## config.mk

```make
export PLATFORM = sky130hd
export DESIGN_NAME = ctr_4bit_monitor
export DESIGN_NICKNAME = d
export VERILOG_FILES = /design/src/rtl/ctr_4bit_pkg.sv /design/src/rtl/ctr_4bit_step.sv /design/src/rtl/ctr_4bit_monitor.sv
export SDC_FILE = /design/constraint.sdc
export NUM_CORES = 1
export LEC_CHECK = 0
export ABC_CLOCK_PERIOD_IN_PS = 2400
export CORE_ASPECT_RATIO = 1.4
export CORE_MARGIN = 1
export CORE_UTILIZATION = 45
export CTS_CLUSTER_SIZE = 40
export DETAILED_ROUTE_END_ITERATION = 8
export PLACE_DENSITY = 0.73
export SLEW_MARGIN = 40
export SYNTH_ARGS = -nofsm -noshare
export SYNTH_HDL_FRONTEND = slang
export SYNTH_SLANG_ARGS = --single-unit
```

## constraint.sdc

```tcl
create_clock -name clk -period 2.4 [get_ports clk]
set_input_delay 0.48 -clock clk [delete_from_list [all_inputs] [get_ports clk]]
set_output_delay 0.48 -clock clk [all_outputs]
set_load 0.02 [all_outputs]
```

## src/rtl/ctr_4bit_pkg.sv

```systemverilog
// rtl/ctr_4bit_pkg.sv - shared constants and state encoding for the 4-bit counter interface
package ctr_4bit_pkg;

    localparam int   CTR_W     = 4;
    localparam logic MODE_UP   = 1'b0;
    localparam logic MODE_DOWN = 1'b1;

    typedef enum logic [1:0] {
        ST_IDLE   = 2'd0,
        ST_SYNC   = 2'd1,
        ST_LOCKED = 2'd2,
        ST_FAULT  = 2'd3
    } state_t;

endpackage

```

## src/rtl/ctr_4bit_step.sv

```systemverilog
// rtl/ctr_4bit_step.sv - combinational up/down step with 4-bit wrap, shared by counter and monitor
module ctr_4bit_step
    import ctr_4bit_pkg::*;
(
    input  logic [CTR_W-1:0] v,
    input  logic             m,
    output logic [CTR_W-1:0] y
);

    assign y = (m == MODE_DOWN) ? v - CTR_W'(1) : v + CTR_W'(1);

endmodule

```

## src/rtl/ctr_4bit_monitor.sv

```systemverilog
// rtl/ctr_4bit_monitor.sv - passive up/down counter sequence checker; CTR_4BIT_MONITOR_STICKY_EN enables FAULT hold
module ctr_4bit_monitor
    import ctr_4bit_pkg::*;
#(
    parameter int LOCK_CNT = 2,
    parameter int ERR_W    = 8
) (
    input  logic             clk,
    input  logic             rst,
    input  logic             mode,
    input  logic [CTR_W-1:0] r,
    input  logic             clr,
    output logic             locked,
    output logic             err,
    output logic [ERR_W-1:0] err_cnt,
    output logic [CTR_W-1:0] expect_val
);

    localparam logic [3:0] LOCK_C = 4'(LOCK_CNT);

    state_t           state_q, state_d;
    logic [3:0]       run_q, run_d;
    logic [CTR_W-1:0] prev_q;
    logic             prev_mode_q;
    logic [CTR_W-1:0] step_y;
    logic             match;
    logic             err_d;
    logic             count_err;
    logic [ERR_W-1:0] err_cnt_base;
    logic [ERR_W-1:0] err_cnt_d;

    ctr_4bit_step u_step (
        .v (prev_q),
        .m (prev_mode_q),
        .y (step_y)
    );

    // Nothing has been sampled yet in IDLE, so the prediction reads as zero there.
    assign expect_val = (state_q == ST_IDLE) ? '0 : step_y;
    assign match      = (r == step_y);

    always_comb begin
        state_d   = state_q;
        run_d     = run_q;
        err_d     = 1'b0;
        count_err = 1'b0;
        case (state_q)
            ST_IDLE: begin
                state_d = ST_SYNC;
                run_d   = '0;
            end
            ST_SYNC: begin
                if (match) begin
                    run_d = run_q + 4'd1;
                    if (run_q + 4'd1 == LOCK_C) begin
                        state_d = ST_LOCKED;
                    end
                end else begin
                    run_d = '0;
                end
            end
            ST_LOCKED: begin
                if (!match) begin
                    err_d     = 1'b1;
                    count_err = 1'b1;
                    run_d     = '0;
`ifdef CTR_4BIT_MONITOR_STICKY_EN
                    state_d   = ST_FAULT;
`else
                    state_d   = ST_SYNC;
`endif
                end
            end
            ST_FAULT: begin
`ifdef CTR_4BIT_MONITOR_STICKY_EN
                if (clr) begin
                    state_d = ST_SYNC;
                    run_d   = '0;
                end else begin
                    err_d   = 1'b1;
                end
`else
                state_d = ST_SYNC;
                run_d   = '0;
`endif
            end
            default: begin
                state_d = ST_IDLE;
                run_d   = '0;
            end
        endcase
    end

    // Clear is applied first so a simultaneous error still leaves a count of one.
    always_comb begin
        err_cnt_base = clr ? '0 : err_cnt;
        err_cnt_d    = err_cnt_base;
        if (count_err && (err_cnt_base != '1)) begin
            err_cnt_d = err_cnt_base + ERR_W'(1);
        end
    end

    always_ff @(posedge clk or negedge rst) begin
        if (!rst) begin
            state_q     <= ST_IDLE;
            run_q       <= '0;
            prev_q      <= '0;
            prev_mode_q <= 1'b0;
            locked      <= 1'b0;
            err         <= 1'b0;
            err_cnt     <= '0;
        end else begin
            state_q     <= state_d;
            run_q       <= run_d;
            prev_q      <= r;
            prev_mode_q <= mode;
            locked      <= (state_d == ST_LOCKED);
            err         <= err_d;
            err_cnt     <= err_cnt_d;
        end
    end

endmodule

```

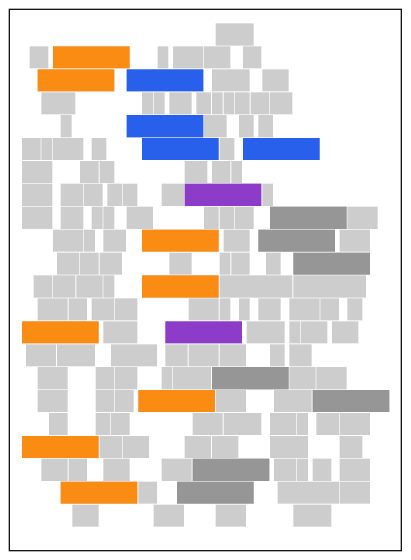
Figure 1: where the registers sit.
Other sequential cells in the stronger grey, the rest of the logic in the fainter grey.
err_cnt -> orange  # sequential cells 8
run_q -> blue  # sequential cells 4, where top middle
state_q -> purple  # sequential cells 2
sequential portion of the cell area: 32.5%
share of the core filled with cells in the final layout: 61.8%
FF+latch area: 526 µm²
sequential power: 0.387 mW

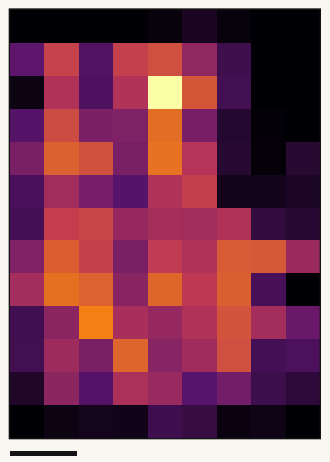
Figure 2: wire density map.
Scale bar: 10 µm. 9 x 13 tiles, from black (low) to pale yellow (high), scaled to the fullest tile. Values are wire area over tile area, all layers added.
tiles over half the peak = 23%
fullest tile = 0.43
emptiest ninth of the die = top right
nearly empty tiles = 15%
GRT Resource Usage Total: 19.1%
wire per inst: 13.2 µm
via count: 974
routed wire length: 2510 µm

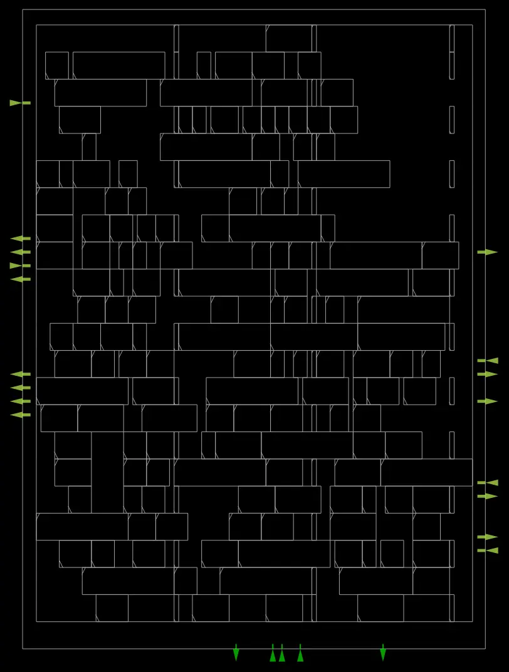
Figure 3: cell placement.
Tapcell Cnt: 36
fin cells: 190
number of sequential cells in the layout: 21
fillers: 228
Core Footprint: 2620 µm²

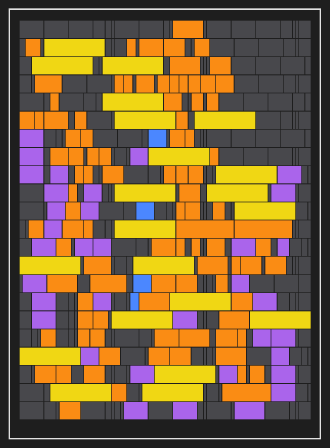
Figure 4: placement by cell class.
Fill, decap, tap and diode cells in grey.
clock drivers and dummy loads -> blue  # cells 4
other buffers and delay cells -> purple  # cells 35
all other logic -> orange  # cells 94
flops -> yellow  # cells 21
post-route standard cell area excluding fillers: 1620 µm²
standard-cell rows: 22

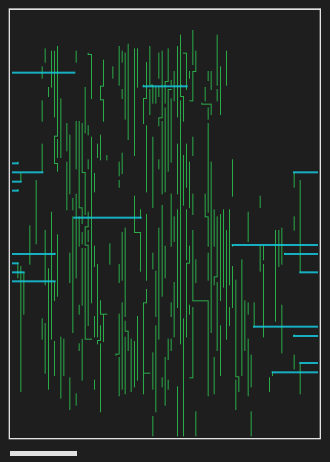
Figure 5: routed metal, one colour a layer.
Scale bar: 10 µm. Two of the layers only.
met3 -> cyan  # wire length 92.4 µm
met2 -> green  # wire length 1,430 µm

==> flow_summary_export.csv <==
group,metric,value,unit
logic_synthesis,synth_cells,118,
logic_synthesis,netlist.top_cell.by_instances,"sky130_fd_sc_hd__dfrtp_1",
detailed_routing,routed_via_count_divided_by_cell_count,5.13,
cells_and_area,logic_share_of_the_area,43.0,%
cells_and_area,layout.non_clock_inverters,3,
cells_and_area,biggestCellCategory,"multi-input combinational cells",
clock_network,ctsResizeCount,5,
clock_network,cts.repair_timing.setup_buffer_count,0,
placed_design,count_of_buffers_from_port_buffering,21,
sta,timing.clock.skew,0.00604,ns
global_routing,antenna_violations_before_repair,0,
detailed_routing,total_iterations_of_the_first_detailed_routing_run,4,
logic_synthesis,synth_cell_types,35,
run_status,run_status,"complete, no violations",
critical_path,r2r_slack,0.16,ns
power_and_ir_drop,pwr.group.clock,0.162,mW
cells_and_area,largest_register_ffs,8,
clock_network,cts_hold_buf,0,
floorplan,die_extent_in_x,46.4,µm
critical_path,critical_path_arrival,1.80,ns
global_routing,grt_util_met2,35.1,%
critical_path,worstSetupPathType,"reg -> out",
sta,hold_slack,0.517,ns
logic_synthesis,synth.yosys.num_cells,118,
logic_synthesis,synth.largest_area_cell,"sky130_fd_sc_hd__dfrtp_1",
logic_synthesis,synth.top_cell.area_share,42.4,%
clock_network,clock.latency.late_pin,0.29,ns
sta,grt_setup_unrepaired,"no",
logic_synthesis,yosysWarnings,0,
power_and_ir_drop,totalPowerFinal,0.844,mW
Power and IR drop assume default switching activity.
